### Drive-strength map

Scale bar: 20 microns.
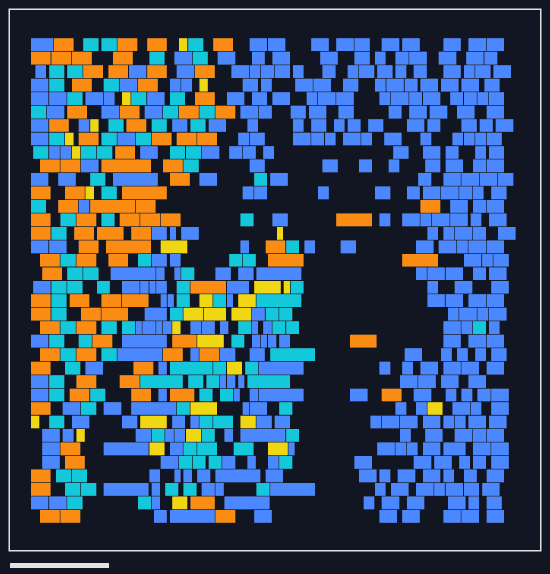
### Clock routing

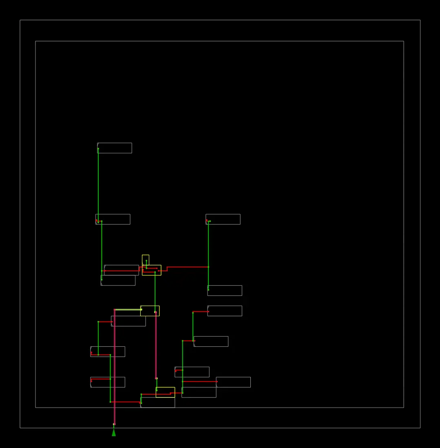
### The metal 4 layer

Scale bar: 20 microns.
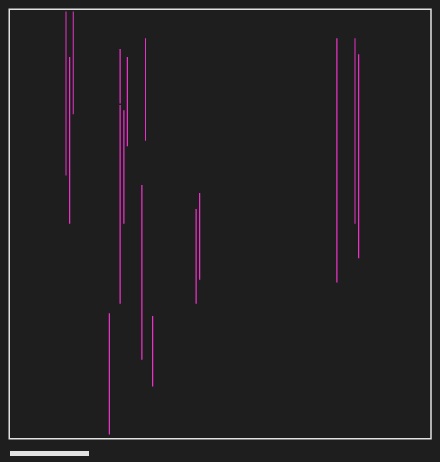
### Pin placement

Pins as bars across the die edge, other pins in grey.
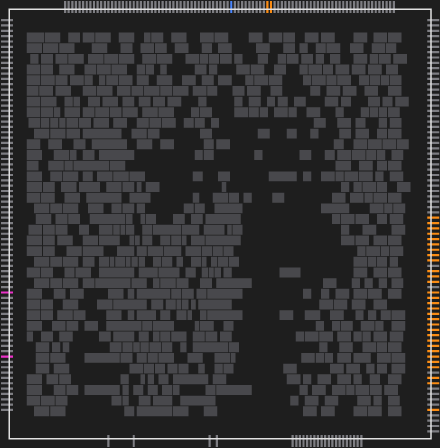
## config.mk

```make
export PLATFORM = sky130hd
export DESIGN_NAME = mem_arbiter
export DESIGN_NICKNAME = d
export VERILOG_FILES = /design/src/rtl/mem_arbiter.sv
export SDC_FILE = /design/constraint.sdc
export NUM_CORES = 1
export LEC_CHECK = 0
export CAP_MARGIN = 25
export CORE_AREA = 4 4 103 105
export DETAILED_ROUTE_END_ITERATION = 7
export DIE_AREA = 0 0 107 109
export PLACE_DENSITY = 0.73
export SKIP_LAST_GASP = 1
export SYNTH_ARGS = -nofsm -noshare
export SYNTH_HDL_FRONTEND = slang
export SYNTH_SLANG_ARGS = --single-unit
```

## constraint.sdc

```tcl
create_clock -name CLK -period 2.45 [get_ports CLK]
set_clock_uncertainty 0.2 [all_clocks]
set_input_delay 0.245 -clock CLK [delete_from_list [all_inputs] [get_ports CLK]]
set_output_delay 0.245 -clock CLK [all_outputs]
set_load 0.01 [all_outputs]
```

## src/rtl/mem_arbiter.sv

```systemverilog
// Single-port RAM arbiter between an instruction port and a data port.
// Data requests win unless DSTREAK_MAX consecutive data grants have starved a pending fetch.
module mem_arbiter #(
    parameter int DSTREAK_MAX = 4,
    parameter int WAIT_LIMIT  = 255
) (
    input  logic        CLK,
    input  logic        nRST,
    input  logic        iREN,
    input  logic [31:0] iaddr,
    output logic [31:0] iload,
    output logic        ihit,
    input  logic        dREN,
    input  logic        dWEN,
    input  logic [31:0] daddr,
    input  logic [31:0] dstore,
    output logic [31:0] dload,
    output logic        dhit,
    output logic        ramREN,
    output logic        ramWEN,
    output logic [31:0] ramaddr,
    output logic [31:0] ramstore,
    input  logic [31:0] ramload,
    input  logic [1:0]  ramstate,
    output logic        mem_err
);

    localparam int SW = ($clog2(DSTREAK_MAX + 1) < 3) ? 3 : $clog2(DSTREAK_MAX + 1);
    localparam logic [SW-1:0] STREAK_MAX = SW'(DSTREAK_MAX);
    localparam logic [7:0]    WAIT_MAX   = 8'(WAIT_LIMIT);

    typedef enum logic [1:0] {
        IDLE,
        DGRANT,
        IGRANT
    } state_t;

    typedef enum logic [1:0] {
        RAM_FREE   = 2'b00,
        RAM_BUSY   = 2'b01,
        RAM_ACCESS = 2'b10,
        RAM_ERROR  = 2'b11
    } ramstate_t;

    state_t    state, next_state;
    ramstate_t ram_st;
    logic [SW-1:0] dstreak;
    logic [7:0]    wait_cnt;
    logic          armed;
    logic          abort;
    logic          dreq;

    assign ram_st = ramstate_t'(ramstate);
    assign dreq   = dREN | dWEN;

    always_comb begin
        next_state = state;
        ramREN     = 1'b0;
        ramWEN     = 1'b0;
        ramaddr    = '0;
        ramstore   = '0;
        dhit       = 1'b0;
        ihit       = 1'b0;
        abort      = 1'b0;
        case (state)
            IDLE: begin
                // armed delays the first grant after reset by one edge
                if (armed) begin
                    if (dreq && !(iREN && dstreak == STREAK_MAX))
                        next_state = DGRANT;
                    else if (iREN)
                        next_state = IGRANT;
                end
            end
            DGRANT: begin
                ramaddr  = daddr;
                ramstore = dstore;
                ramREN   = dREN;
                ramWEN   = dWEN & ~dREN;
                if (!dreq) begin
                    next_state = IDLE;
                end else if (wait_cnt == WAIT_MAX || ram_st == RAM_ERROR) begin
                    abort      = 1'b1;
                    next_state = IDLE;
                end else if (ram_st == RAM_ACCESS) begin
                    dhit       = 1'b1;
                    next_state = IDLE;
                end
            end
            IGRANT: begin
                ramaddr = iaddr;
                ramREN  = 1'b1;
                if (!iREN) begin
                    next_state = IDLE;
                end else if (wait_cnt == WAIT_MAX || ram_st == RAM_ERROR) begin
                    abort      = 1'b1;
                    next_state = IDLE;
                end else if (ram_st == RAM_ACCESS) begin
                    ihit       = 1'b1;
                    next_state = IDLE;
                end
            end
            default: next_state = IDLE;
        endcase
    end

    assign dload = dhit ? ramload : '0;
    assign iload = ihit ? ramload : '0;

    always_ff @(posedge CLK or negedge nRST) begin
        if (!nRST) begin
            state   <= IDLE;
            armed   <= 1'b0;
            mem_err <= 1'b0;
        end else begin
            state   <= next_state;
            armed   <= 1'b1;
            mem_err <= abort;
        end
    end

    // Held at zero while idle, so the first grant cycle always sees zero.
    always_ff @(posedge CLK or negedge nRST) begin
        if (!nRST)
            wait_cnt <= '0;
        else if (state == IDLE)
            wait_cnt <= '0;
        else if (next_state == state)
            wait_cnt <= wait_cnt + 8'd1;
    end

    always_ff @(posedge CLK or negedge nRST) begin
        if (!nRST) begin
            dstreak <= '0;
        end else if (ihit) begin
            dstreak <= '0;
        end else if (dhit) begin
            if (!iREN)
                dstreak <= '0;
            else if (dstreak != STREAK_MAX)
                dstreak <= dstreak + 1'b1;
        end
    end

endmodule
```

==> changes_impl.md <==
### Physical design

- Status: complete, but fails checks
- Failing checks: negative setup slack
- Synth async-reset ratio: 1.000
- YS chip area: around 2200 sq um
- Sequence of cells on the critical path: ha_2 > and3_4 > and2_4 > nor4b_4 > buf_6 > buf_6 > buf_16 > buf_6 > buf_6 > and2_4 > buf_6
- Dpl cells: 712
- Fmax: between 0.3 and 0.4 GHz
- Synth Area in Simple Gates: 0.4875
- Largest regs: wait_cnt (8), dstreak (3), state (2)
- Fraction of area in registers: 0.06287
- Sw frac: 0.4234
- Tool Warnings: 33
- Crit-path slowest cell: dfrtp_1
- Nonclk buf count: 342
- Most frequent cell after synthesis: and2_1
- Total clock network power: 0.213 mW
- Syn Std Cell Area: between 2000 and 2500 sq um
- Dominant comb cell: simple AND/OR/NAND/NOR gates
- Total GRT Usage: 0.2083
- P_sw: 1.498 mW
- Comb power: just under 3 mW
- Layout clock area frac: 0.007754
- Leading power group: combinational cells
- 1st-pass router iterations: 4
- H-Tree Depth: 1
- Final setup TNS: -6.355 ns
- Synth area leader: and2_1
- Combinational fraction of design power: 0.838
- Critical path's top delay family: simple AND/OR/NAND/NOR gates
- N_taps: about 130
- Seq share, synth: 0.1743
- Worst reg2reg setup slack: -0.05 ns
- Max VDD drop: 0.2857 mV
- Pwr Density: 592.7 nW/um^2
- Overall Power: ~3.5 mW
- Max-Slew Margin vs Limit: 0.5023
- Setup crit start kind: flip-flop
- Die Size: between 10000 and 15000 sq um
- Vias per cell: approximately 4.7
- Yosys adder share: 0.04067
- Yosys xor share: 0
- Clk root buf: clkbuf_8
- Final-layout clock buffer total: 3
- DR iter-0 viols: 222
- Max Cap Viol: 0
- Largest type area fraction: 0.2818
- Logic cell area: ~1900 sq um
- Layout area overhead: 177.3%
- Critical path class: flip-flop to output pin
- Internal: just over 2 mW
- Comb/total area: 0.3204
- Inverters, non-clock: 5
- AND-OR/OR-AND Cells, Area Fraction: 0.2301
- Final setup violation count: about 66
- Worst-path fanout max: 3
- Post-layout min period: around 2.6 ns
- Core area: 9639 sq um
- First-pass GRT wire length: 19390 microns
- Non-clock buffering overhead: 0.5780
- Multi-In Gates: about 250
- Die width: between 100 and 150 microns
- Worst slack at placement: -0.2235 ns
- Synth Instances: 293
- Syn Area/Cell: between 7 and 8 sq um
- Flip-flops with a built-in enable: 0
- Clock Tree Buf Depth: 2
- Number of diodes: 0
- DR WL/cell: between 15 and 20 microns
- Most flops, register: wait_cnt
- Starting Density: 0.2234
- Final hold violations: 0
- WP buf/inv: 6
- Final Core Density: 0.6194
- Slew of the pin with the lowest slew margin: roughly 0.74 ns
- Yosys cell types: ~42
- FP Rows: 36
- Final WS setup: -0.1810 ns
- CTS tree: done
- Initial antenna violation count: 0
- Port Buffers: 267
- Largest net degree at the start of global routing: 36
- NumNets Final: 757
- Vias in the first global route: 3711
- Post-DP Area: between 5000 and 6000 sq um
- Length in cells of the worst reg-to-reg path: 8
- Commonest flop: dfrtp_1
- Final ANT Viol Nets: 0
- Post-Layout Cell Count: between 700 and 800
- Required @ worst endpoint: 2.01 ns
- GP Congestion: between 0.8 and 0.9
- Commonest cells in the synthesized netlist: 97 x and2_1, 35 x nor2b_1, 32 x a22oi_1
- Clock power frac: 0.060
- Syn. warnings: 0
- CP endpoint kind: output pin
- Tcrit/Tclk final: 1.074
- Fill cells: between 800 and 900
- Share of post-route cells with drive strength above 1: 0.3697
- Sequential share of power: 0.102
- Seq group: 0.360 mW
- Worst hold path class: primary input to asynchronous set/reset pin
- Top cells by area: and2_1 28%, dfrtp_1 17%, a22oi_1 11%, nor2b_1 10%, ha_1 4.1%
- DR DRC count: 0
- CP most frequent cell: buf_6
- Worst Path Arrival: around 2.2 ns
- Largest stage delay on the critical path: approximately 0.4 ns
- Synth flops: 15
- Lkg Pwr: about 2.7 nW
- Top Ports: around 270
- Mapped Nets: 435
- Final Cell Area: approximately 6000 sq um
- Largest class: buffers
- RSZ-0062 raised after global routing: true
- Hpwl dp: just over 10000 microns
- Num CTS Buffers: 3
- Fin. max-slew vios: 0
- Die Ht: about 110 microns
- Ys cells: just under 300
- Max reg flops: 8
- Seq. cell area: between 300 and 400 sq um
- Fin Hold WS: between 0.2 and 0.25 ns
- Clock transition at path regs: ~0.07 ns
- Mux frac, synth: 0.005230
-- 'Drive-strength map' (at the start) --
drive 6 and up: in orange, cells 91, share 15%. drive 1 or less: in blue, cells 387, share 63%. drive 3 to 4: in cyan, cells 107, share 17%. drive 2: in yellow, cells 29, share 4.7%.

-- 'Clock routing' (at the start) --
Clock Sinks: 15
Clock Latency Late Sink: 0.25 ns

-- 'The metal 4 layer' (at the start) --
The wires run mostly vertical. The layer carries 549 microns of wire. The longest straight run is 61.9 microns. The layer holds 4.0% of the routed length.
routed vias: 3505
drt total wl: 13890 microns

-- 'Pin placement' (at the start) --
`dstore`: in orange, pins 32, direction input, edge 30 right, 2 top. `ramWEN`: in blue, pins 1, direction output, edge top. `ramstate`: in magenta, pins 2, direction input, edge left.
All pins by edge: 92 top, 78 right, 74 left, 24 bottom.

## final timing paths
kind	start	endpoint
setup / recovery	wait_cnt[0]	iload[3]
hold / removal	nRST	wait_cnt[1]
setup reg to reg	wait_cnt[0]	wait_cnt[2]
hold reg to reg	wait_cnt[7]	wait_cnt[7]
max in group asynchronous	nRST	state[1]
min in group CLK	wait_cnt[7]	wait_cnt[7]
## placed cells by master (no fill, tap or decap), types with 2 or more instances in the layout
master	Yosys	final
clkdlybuf4s50_1	0	166
buf_6	2	76
and2_4	0	56
buf_4	0	43
and2_1	97	41
nor2b_1	35	34
dlygate4sd2_1	0	34
a22oi_1	32	32
dfrtp_1	15	15
a21oi_1	13	9
buf_2	2	9
nand2_1	7	7
o21ai_0	8	6
nor2_1	5	5
nand3_1	5	5
o31ai_1	4	4
a21oi_2	0	4
buf_8	0	4
buf_12	0	4
inv_1	5	3
nor4b_4	0	3
nand4_1	3	3
ha_2	0	3
clkbuf_8	0	3
clkbuf_16	0	3
inv_2	0	2
and3b_1	2	2
or4_4	0	2
or4_1	4	2
o22a_1	2	2
ha_1	7	2
ha_4	0	2
dlymetal6s2s_1	0	2
## timing repair
action                                  CTS  global route
gates resized                           219           225
cloned                                    5             6
buffers inserted                         19             9
pin swaps                                13            28
hold endpoints to repair                  0             0
hold buffers                              0             0
endpoints found under the setup margin  124            94
## metal layers
layer	part of all wire	routed length, microns	global-route usage
met2	0.51	7123	0.3903
met1	0.35	4842	0.2197
met5	0	0	0
met3	0.099	1373	0.06690
met4	0.039	548	0.07032
## worst register-to-register path: cells and delay by family, from the launching register on
kind / cells / cell delay (ns)
simple gates: 2 / 0.67
fa+ha+maj: 1 / 0.20
flops: 1 / 0.40
buf+inv: 2 / 0.35
compound gates: 3 / 0.62
Power is estimated from default activity; no workload was simulated.
